--- src/rtl/trg_pkg.sv ---
// Shared definitions for the trigger-source scheduler: FSM encoding, source
// bit positions and timing defaults.
package trg_pkg;

    typedef enum logic [1:0] {
        ST_IDLE     = 2'd0,
        ST_ARMED    = 2'd1,
        ST_OFFER    = 2'd2,
        ST_WAIT_ACK = 2'd3
    } trg_state_t;

    localparam int SRC_COIN = 0;
    localparam int SRC_EXT  = 1;
    localparam int SRC_CYC  = 2;

    localparam int CLK_PERIOD_NS     = 20;
    localparam int CYC_UNIT_CNT_DFLT = 50000;

endpackage

--- src/rtl/trg_cyc_timer.sv ---
// Periodic trigger timer: a unit counter divides the clock into period units,
// a tick counter counts units and flags a timeout when it reaches the period.
module trg_cyc_timer
    import trg_pkg::*;
#(
    parameter int CYC_UNIT_CNT = CYC_UNIT_CNT_DFLT
) (
    input  logic       clk_in,
    input  logic       rst_in,
    input  logic       enb_in,
    input  logic       clr_in,
    input  logic [7:0] period_in,
    output logic       timeout_out
);

    localparam int UNIT_W = $clog2(CYC_UNIT_CNT);

    logic [UNIT_W-1:0] unit_cnt;
    logic [7:0]        tick_cnt;
    logic              unit_wrap;
    logic              tick_wrap;

    assign unit_wrap   = (unit_cnt == UNIT_W'(CYC_UNIT_CNT - 1));
    assign tick_wrap   = (tick_cnt == period_in - 8'd1);
    assign timeout_out = enb_in & ~clr_in & unit_wrap & tick_wrap;

    // Counters sit at zero whenever the source is disabled, so the first
    // timeout lands a full period after the enable condition appears.
    always_ff @(posedge clk_in or posedge rst_in) begin
        if (rst_in) begin
            unit_cnt <= '0;
            tick_cnt <= '0;
        end else if (!enb_in || clr_in) begin
            unit_cnt <= '0;
            tick_cnt <= '0;
        end else if (unit_wrap) begin
            unit_cnt <= '0;
            tick_cnt <= tick_wrap ? 8'd0 : tick_cnt + 8'd1;
        end else begin
            unit_cnt <= unit_cnt + UNIT_W'(1);
        end
    end

endmodule

--- src/rtl/trg_src_sched.sv ---
// Trigger-source scheduler: conditions coincidence/external/cycled sources,
// arbitrates them into one-cycle offers and tracks acceptance and statistics.
module trg_src_sched
    import trg_pkg::*;
#(
    parameter int CYC_UNIT_CNT = CYC_UNIT_CNT_DFLT,
    parameter int ACK_WIN      = 4,
    parameter int STAT_W       = 24
) (
    input  logic              clk_in,
    input  logic              rst_in,
    input  logic              run_enb_in,
    input  logic [2:0]        cfg_src_mask_in,
    input  logic [7:0]        cfg_cyc_period_in,
    input  logic [7:0]        cfg_coin_prescale_in,
    input  logic              coincid_raw_in,
    input  logic              ext_trg_syn_in,
    input  logic              eff_trg_in,
    output logic              coincid_trg_out,
    output logic              ext_trg_out,
    output logic              cycled_trg_out,
    output logic              trg_enb_out,
    output logic [15:0]       eff_trg_cnt_out,
    output logic [STAT_W-1:0] raw_trg_cnt_out,
    output logic [STAT_W-1:0] lost_trg_cnt_out
);

    trg_state_t state;
    logic       coin_raw_p1;
    logic [7:0] pc;
    logic [3:0] ack_cnt;
    logic       cyc_pend;
    logic       run_rise, coin_edge, coin_vld, ext_vld, cyc_enb, cyc_to;
    logic       win_cyc, win_ext, win_coin;
    logic [2:0] raw_inc, lost_inc;

    function automatic logic [STAT_W-1:0] sat_add(input logic [STAT_W-1:0] acc,
                                                  input logic [2:0]        inc);
        logic [STAT_W:0] sum;
        sum = {1'b0, acc} + {{(STAT_W-2){1'b0}}, inc};
        return sum[STAT_W] ? '1 : sum[STAT_W-1:0];
    endfunction

    assign run_rise  = run_enb_in & ~trg_enb_out;
    assign coin_edge = coincid_raw_in & ~coin_raw_p1 & cfg_src_mask_in[SRC_COIN];
    assign coin_vld  = coin_edge & (pc == cfg_coin_prescale_in);
    assign ext_vld   = ext_trg_syn_in & cfg_src_mask_in[SRC_EXT];
    assign cyc_enb   = run_enb_in & cfg_src_mask_in[SRC_CYC] & (cfg_cyc_period_in != 8'd0);

    trg_cyc_timer #(
        .CYC_UNIT_CNT (CYC_UNIT_CNT)
    ) u_cyc_timer (
        .clk_in      (clk_in),
        .rst_in      (rst_in),
        .enb_in      (cyc_enb),
        .clr_in      (run_rise),
        .period_in   (cfg_cyc_period_in),
        .timeout_out (cyc_to)
    );

    // A pending cycled trigger always beats a fresh external or coincidence event.
    always_comb begin
        win_cyc  = 1'b0;
        win_ext  = 1'b0;
        win_coin = 1'b0;
        if (state == ST_ARMED) begin
            win_cyc  = cyc_pend;
            win_ext  = ~cyc_pend & ext_vld;
            win_coin = ~cyc_pend & ~ext_vld & coin_vld;
        end
        raw_inc  = {2'b0, coin_vld} + {2'b0, ext_vld} + {2'b0, cyc_to};
        lost_inc = 3'd0;
        if (state != ST_IDLE) begin
            lost_inc = {2'b0, ext_vld & ~win_ext} + {2'b0, coin_vld & ~win_coin}
                     + {2'b0, cyc_to & cyc_pend & ~win_cyc};
            if (state == ST_WAIT_ACK && !eff_trg_in && ack_cnt == 4'(ACK_WIN - 1))
                lost_inc = lost_inc + 3'd1;
        end
    end

    always_ff @(posedge clk_in or posedge rst_in) begin
        if (rst_in) begin
            state            <= ST_IDLE;
            trg_enb_out      <= 1'b0;
            coin_raw_p1      <= 1'b0;
            pc               <= '0;
            ack_cnt          <= '0;
            cyc_pend         <= 1'b0;
            coincid_trg_out  <= 1'b0;
            ext_trg_out      <= 1'b0;
            cycled_trg_out   <= 1'b0;
            eff_trg_cnt_out  <= '0;
            raw_trg_cnt_out  <= '0;
            lost_trg_cnt_out <= '0;
        end else begin
            trg_enb_out     <= run_enb_in;
            coin_raw_p1     <= coincid_raw_in;
            coincid_trg_out <= 1'b0;
            ext_trg_out     <= 1'b0;
            cycled_trg_out  <= 1'b0;
            if (run_rise)
                pc <= '0;
            else if (coin_edge)
                pc <= coin_vld ? 8'd0 : pc + 8'd1;

            if (!run_enb_in) begin
                state    <= ST_IDLE;
                cyc_pend <= 1'b0;
            end else if (run_rise) begin
                state            <= ST_ARMED;
                cyc_pend         <= 1'b0;
                eff_trg_cnt_out  <= '0;
                raw_trg_cnt_out  <= '0;
                lost_trg_cnt_out <= '0;
            end else begin
                eff_trg_cnt_out  <= eff_trg_cnt_out + 16'(eff_trg_in);
                raw_trg_cnt_out  <= sat_add(raw_trg_cnt_out, raw_inc);
                lost_trg_cnt_out <= sat_add(lost_trg_cnt_out, lost_inc);
                cyc_pend         <= (cyc_pend & ~win_cyc) | cyc_to;
                case (state)
                    ST_IDLE: state <= ST_ARMED;
                    ST_ARMED: begin
                        if (win_cyc | win_ext | win_coin) begin
                            state           <= ST_OFFER;
                            cycled_trg_out  <= win_cyc;
                            ext_trg_out     <= win_ext;
                            coincid_trg_out <= win_coin;
                        end
                    end
                    ST_OFFER: begin
                        ack_cnt <= '0;
                        state   <= eff_trg_in ? ST_ARMED : ST_WAIT_ACK;
                    end
                    ST_WAIT_ACK: begin
                        if (eff_trg_in || ack_cnt == 4'(ACK_WIN - 1))
                            state <= ST_ARMED;
                        else
                            ack_cnt <= ack_cnt + 4'd1;
                    end
                    default: state <= ST_IDLE;
                endcase
            end
        end
    end

endmodule

--- config.mk ---
export PLATFORM = sky130hd
export DESIGN_NAME = trg_src_sched
export DESIGN_NICKNAME = d
export VERILOG_FILES = /design/src/rtl/trg_pkg.sv /design/src/rtl/trg_cyc_timer.sv /design/src/rtl/trg_src_sched.sv
export SDC_FILE = /design/constraint.sdc
export NUM_CORES = 1
export LEC_CHECK = 0
export CAP_MARGIN = 20
export CELL_PAD_IN_SITES_DETAIL_PLACEMENT = 0
export CELL_PAD_IN_SITES_GLOBAL_PLACEMENT = 1
export CORE_AREA = 4 4 133 135
export DETAILED_ROUTE_END_ITERATION = 10
export DIE_AREA = 0 0 137 139
export HOLD_SLACK_MARGIN = 0.02
export PLACE_DENSITY = 0.82
export SLEW_MARGIN = 0
export SYNTH_ARGS = -nofsm -noshare
export SYNTH_HDL_FRONTEND = slang
export SYNTH_SLANG_ARGS = --single-unit
--- constraint.sdc ---
create_clock -name clk_in -period 4.1 [get_ports clk_in]
set_input_delay 0.615 -clock clk_in [delete_from_list [all_inputs] [get_ports clk_in]]
set_output_delay 0.615 -clock clk_in [all_outputs]
set_load 0.1 [all_outputs]
Figure 1. Routing congestion map (run 1).
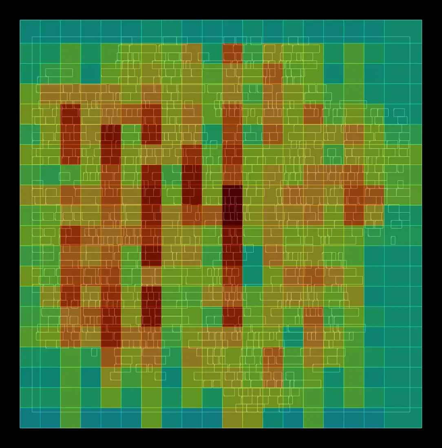
Final Core Density: 54.16%
grt met1 use: 26.31%
M3 GR Usage: 3.229%

Figure 2. Logic cells by family (run 1).
Drawn at 3 px/um.
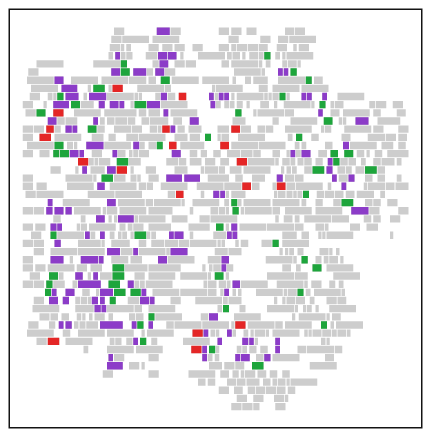
legend:
  red:
    family: AND-OR and OR-AND gates
    cells: 19
  green:
    family: AND and OR gates
    cells: 57
  purple:
    family: inverting AOI/OAI gates
    cells: 124
most used logic cell in the final layout: dfrtp_1
Non-Filler Instances: 1069
Comb/total area: 43.22%

==> out/metrics.yaml, run 1 <==
status: "complete, but fails checks"
failed_checks: "setup timing"
setup_viol_count_final: 32
finalCriticalPeriod_ns: 4.225
netlist_instances: 670
crit_chain: "buf_12, buf_6, nor3_4, xnor2_1, or4_4, or3_4, nor3_4, fa_1, ha_1, mux2i_1, nor2_2, ha_1, a21o_1, a21o_1, nand3_4, o41ai_1, a21oi_2"
place_congestion: 0.9031
p_switching_uw: 606.1
worstMarginPinSlew_ns: 1.065
ys_types: 61
grt_overflow_total: 0
fmax_ghz: 0.2367
syn_to_final_growth_pct: 44.76
drtPass1Iterations: 5
numCtsBuffers: 9
end_kind: "register"
rsz0062_at_grt: "true"
cts_root_buf: "clkbuf_16"
p_clk_share_pct: 41.2
top_usage_layer: "met2"
highest_layer: "met4"
num_antenna_cells: 0
seq-power_uw: 1100
slowest_delay_ns: 0.49
finalCritPeriodShare_pct: 103.1
setup_ws_ns: -0.1253
fin_skew_ns: 0.008545
critPathSlowestCell: "or4_4"
ir_drop_v: 0.0002028
grt_pass1_wl_um: 29860
fp_util_pct: 37.42
crit_fanout: 5
combPwrFrac_pct: 12.6
clockBufferDepth: 2
viasPerCell: 5.665
clk_latency_ns: 0.35
crit_arrival_ns: 4.43
drtIter0Drc: 377
syn_area_per_cell_um2: 9.195
wl_met2_um: 9069
grt_antenna_before_repair: 0
ff_type: "dfrtp_1"
hold_depth: 1
maxSlewHeadroom_pct: 28.77
grt_usage_pct: 19.01
die_area_mm2: 0.01904
comb-power_uw: 300
clk_pin_slew_ns: 0.07
Figure 3. Signal wires on met3 (run 1).
Drawn at 3 px/um.
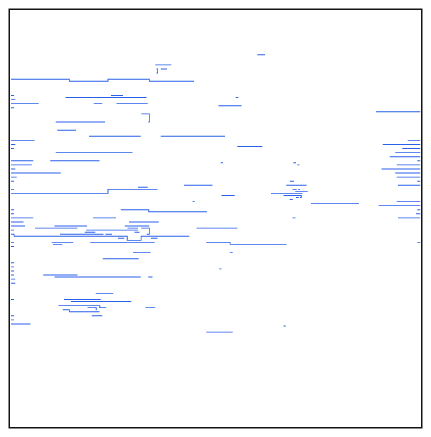
wire length on this layer: 977 um
share of all routed wire: 5.3%

==> run 1: stage by stage <==
step           hold WS (ns)  setup TNS (ns)
2_1_floorplan        0.4547          -1.102
3_3_place_gp         0.4687          -36.87
3_5_place_dp         0.4966          -41.91
4_1_cts              0.5032          -4.796
5_1_grt              0.5318          -7.963
6_report             0.5034          -1.757
==> run 1: cell type report <==
type / instances / area [um2]
tap: 220 / 275.3
fill: 1467 / 7547
inverter: 21 / 98.84
clock inverter: 3 / 67.56
clock buffer: 13 / 270.3
timing repair buffer: 182 / 1649
sequential: 108 / 2703
multi-input combinational: 522 / 3855
==> run 1: final timing paths <==
kind / startpoint / to / slack [ns]
min: u_cyc_timer.unit_cnt[0]$_DFF_PP0_ / u_cyc_timer.unit_cnt[0]$_DFF_PP0_ / 0.50
max: cfg_cyc_period_in[1] / lost_trg_cnt_out[23]$_DFFE_PP0P_ / -0.13
max reg2reg: u_cyc_timer.tick_cnt[4]$_DFFE_PP0P_ / lost_trg_cnt_out[23]$_DFFE_PP0P_ / -0.06
max in group asynchronous: rst_in / raw_trg_cnt_out[0]$_DFFE_PP0P_ / 2.52
min reg2reg: u_cyc_timer.unit_cnt[0]$_DFF_PP0_ / u_cyc_timer.unit_cnt[0]$_DFF_PP0_ / 0.50
min in group asynchronous: rst_in / eff_trg_cnt_out[7]$_DFFE_PP0P_ / 0.81
==> run 1: what timing repair did <==
| action | CTS | global route |
|---|---|---|
| endpoints found under the setup margin | 48 | 48 |
| cloned | 2 | 0 |
| setup buffers | 16 | 10 |
| pin swaps | 54 | 41 |
| resized | 100 | 53 |
==> run 1: registers in the layout (all words and copies together) (netlist names) <==
| register | count |
|---|---|
| ack_cnt | 4 |
| u_cyc_timer.unit_cnt | 16 |
| eff_trg_cnt_out | 16 |
| cyc_pend | 1 |
| cycled_trg_out | 1 |
| raw_trg_cnt_out | 24 |
| coin_raw_p1 | 1 |
| state | 2 |
| coincid_trg_out | 1 |
| u_cyc_timer.tick_cnt | 8 |
| lost_trg_cnt_out | 24 |
| pc | 8 |
| ext_trg_out | 1 |
| trg_enb_out | 1 |
==> run 1: logic make-up (layout without fill, tap and decap cells) <==
kind of cell	Yosys count	count (layout)	share of synthesized area [%]
flops	108	108	43.87
fa+ha+maj	22	22	4.955
buf+inv	42	219	2.660
xor+xnor	49	49	6.966
mux	3	3	0.4874
compound gates	143	143	15.19
simple gates	303	305	25.87
==> run 1: cells in the mapped netlist, types with 5 or more instances <==
master / instances / area [um2]
nand2_1: 40 / 150.1
and3_1: 23 / 143.9
dfrtp_1: 108 / 2703
nor3_1: 40 / 200.2
a21o_1: 5 / 37.54
nand3_1: 40 / 200.2
and4_1: 12 / 105.1
o22ai_1: 6 / 37.54
ha_1: 18 / 225.2
nor3b_1: 6 / 45.04
xor2_1: 27 / 236.5
o21ai_0: 31 / 155.2
or3_1: 7 / 43.79
xnor2_1: 22 / 192.7
a41oi_1: 6 / 52.55
nand4_1: 15 / 93.84
clkbuf_1: 18 / 67.56
nor4_1: 15 / 93.84
a311oi_1: 6 / 52.55
a31oi_1: 21 / 131.4
a21oi_1: 35 / 175.2
nor2_1: 76 / 285.3
inv_1: 20 / 75.07
Figure 4. Placement by cell class (run 1).
Drawn at 3 px/um. Fill, decap, tap and diode cells in grey.
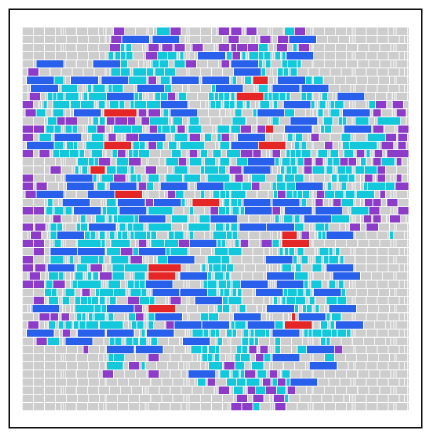

==> run 2: changes to the inputs <==
--- a/config.mk
+++ b/config.mk
@@ -8,9 +8,9 @@
 export CAP_MARGIN = 20
 export CELL_PAD_IN_SITES_DETAIL_PLACEMENT = 0
 export CELL_PAD_IN_SITES_GLOBAL_PLACEMENT = 1
-export CORE_AREA = 4 4 133 135
+export CORE_AREA = 4 4 130 132
 export DETAILED_ROUTE_END_ITERATION = 10
-export DIE_AREA = 0 0 137 139
+export DIE_AREA = 0 0 134 136
 export HOLD_SLACK_MARGIN = 0.02
 export PLACE_DENSITY = 0.82
 export SLEW_MARGIN = 0
==> constraint.sdc (replaced) <==
create_clock -name clk_in -period 3.9 [get_ports clk_in]
set_input_delay 0.585 -clock clk_in [delete_from_list [all_inputs] [get_ports clk_in]]
set_output_delay 0.585 -clock clk_in [all_outputs]
set_load 0.1 [all_outputs]
Figure 5. Placement by cell class (run 2).
Drawn at 3 px/um. Fill, decap, tap and diode cells in grey.
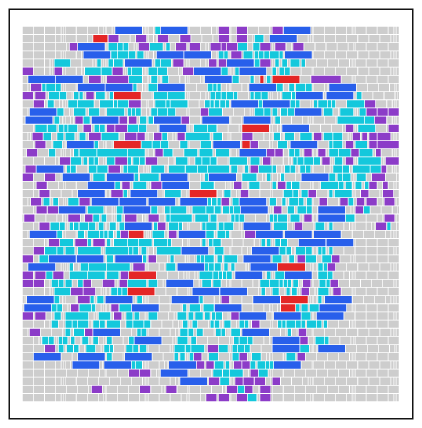
legend:
  red:
    class: clock drivers and dummy loads
    cells: 14
  cyan:
    class: all other logic
    cells: 543
  blue:
    class: flip-flops
    cells: 108
  purple:
    class: other buffers and delay cells
    cells: 195

==> run 2 against run 1 <==
Against the previous run: sequential share of layout area is 0.22 points lower; worst setup slack worse by 0.18 ns; register-to-register slack worse by 0.20 ns; largest power group unchanged; synthesized cell count stayed put; utilization is 3.0 points higher; the run still ends with setup timing left; critical path type unchanged.
==> out/metrics.yaml, run 2 <==
final_common_cell: "dfrtp_1"
ys_types: 61  # unchanged
r2r_setup_slack_ns: -0.26  # -0.20 ns
hold_depth: 1  # unchanged
top_area_cell: "dfrtp_1"
ff_type: "dfrtp_1"
pwr_density_cell_mw_per_mm2: 260.2
grt_antenna_before_repair: 0  # unchanged
post-synth-top-count-cell: "dfrtp_1"
crit_fanout: 4  # -1
r2r-start: "u_cyc_timer.tick_cnt[3]$_DFFE_PP0P_"
failed_checks: "setup timing"
synthTopCellsByCount: "dfrtp_1, nor2_1, nand2_1, nand3_1, nor3_1"
clk_latency_ns: 0.35  # about the same
fin_skew_ns: 0.009329  # +0.0007842 ns
ir_drop_v: 0.0001962  # -3.2%
viasPerCell: 5.630  # -0.62%
numCtsBuffers: 9  # unchanged
grt_overflow_total: 0  # unchanged
rsz0062_at_grt: "true"
reg.largest.list: "lost_trg_cnt_out: 24 flops, raw_trg_cnt_out: 24 flops"
finalCritPeriodShare_pct: 107.8
topCellsByArea: "dfrtp_1, nor2_1, xor2_1"
grt_usage_pct: 19.74  # +0.73 points
fp_util_pct: 39.21  # +1.8 points
fmax_ghz: 0.2379
clockBufferDepth: 2  # unchanged
hold_path_startpoint: "u_cyc_timer.unit_cnt[0]$_DFF_PP0_"
r2r_end: "lost_trg_cnt_out[23]$_DFFE_PP0P_"
finalCriticalPeriod_ns: 4.204
num_antenna_cells: 0  # unchanged
cts_root_buf: "clkbuf_16"
netlist_instances: 670  # unchanged
setup_ws_ns: -0.3037  # -0.1784 ns
drtIter0Drc: 427  # +13%
whs_endpoint: "u_cyc_timer.unit_cnt[0]$_DFF_PP0_"
setup_viol_count_final: 47  # +47%
whs_ns: 0.4926  # -0.01078 ns
end_kind: "register"
die_area_mm2: 0.01822  # -4.3%
syn_to_final_growth_pct: 45.80
syn_area_per_cell_um2: 9.195  # unchanged
setup_tns_ns: -7.602  # -5.845 ns
finish.utilization_pct: 57.17  # +3.0 points
grt_pass1_wl_um: 29490  # -1.2%
status: "complete, but fails checks"
place_congestion: 0.8924  # -1.2%
clk_pin_slew_ns: 0.07  # about the same
top_cell_area_share_pct: 43.87  # unchanged
Figure 6. Signal wires on met3 (run 2).
Drawn at 3 px/um.
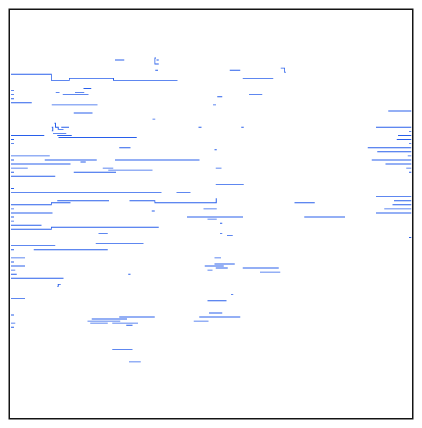
M3 GR Usage: 3.442%
via count: 6058

[run 2: routing by layer]
| metal | share of wire [%] | GRT usage, % | up-vias | wire, um |
|---|---|---|---|---|
| li1 | - | - | 2867 | - |
| met1 | 44 | 26.60 | 2984 | 7948 |
| met2 | 50 | 32.40 | 181 | 9100 |
| met3 | 5.1 | 3.442 | 26 | 922 |
| met4 | 1.6 | 6.514 | 0 | 286 |
| met5 | 0 | 0 | - | 0 |
[run 2: per-stage QoR]
stage	area, um2	instances
floorplan	6247	670
global placement	7953	1038
detailed placement	7953	1038
CTS	8632	1063
global route	8982	1076
finish	8982	1076
[run 2: layout make-up]
cell class                      instances  area (um2)
Fill cell                            1340        6730
Multi-Input combinational cell        522        3842
Sequential cell                       108        2703
Timing Repair Buffer                  195        1790
Clock buffer                           13       270.3
Tap cell                              216       270.3
Inverter                               21       98.84
Clock inverter                          1       7.507
[run 2: worst max path at each step]
stage	start	endpoint	slack, ns	cells after the start
global route	cfg_cyc_period_in[1]	lost_trg_cnt_out[23]$_DFFE_PP0P_	-0.46	19
floorplan	cfg_cyc_period_in[1]	lost_trg_cnt_out[9]$_DFFE_PP0P_	-0.31	17
CTS	cfg_cyc_period_in[1]	lost_trg_cnt_out[15]$_DFFE_PP0P_	-0.50	18
finish	cfg_cyc_period_in[1]	lost_trg_cnt_out[23]$_DFFE_PP0P_	-0.30	19
global placement	cfg_cyc_period_in[1]	lost_trg_cnt_out[15]$_DFFE_PP0P_	-1.07	18
detailed placement	cfg_cyc_period_in[1]	lost_trg_cnt_out[15]$_DFFE_PP0P_	-1.18	18
[run 2: cells by family (layout without fill, tap and decap cells)]
group                    count (synthesis)  in the layout  synth area share, %
flip-flops                             108            108                43.87
XOR/XNOR                                49             49                6.966
multiplexers                             3              3               0.4874
AND/OR/NAND/NOR                        303            305                25.87
AND-OR/OR-AND                          143            143                15.19
adder cells (fa/ha/maj)                 22             22                4.955
buffers and inverters                   42            230                2.660
[run 2: worst max-delay path, stage by stage]
cell and delay [ns]:
buf_12 0.11, buf_6 0.11, nor3_4 0.18, xnor2_1 0.09, or4_4 0.49, or3_4 0.37, nor3_4 0.12, fa_1 0.47
ha_1 0.31, mux2i_1 0.17, nor2_2 0.08, fa_2 0.34, a21o_1 0.19, nand3_2 0.11, buf_6 0.13, nor3_4 0.06
buf_6 0.14, o41ai_4 0.21, a21oi_1 0.10
[run 2: power breakdown]
group	switching (uW)	internal, uW
Clock	390	479
Combinational	208	111
Sequential	15.7	1130
[run 2: repair_timing]
action / in CTS / in global routing
setup buffers: 9 / 14
pin swaps: 50 / 39
gates resized: 84 / 54
endpoints found under the setup margin: 48 / 48
endpoints found under the hold margin: 0 / 0
hold buffers: 0 / 0
cloned: 2 / 0
Power is estimated from default activity; no workload was simulated.
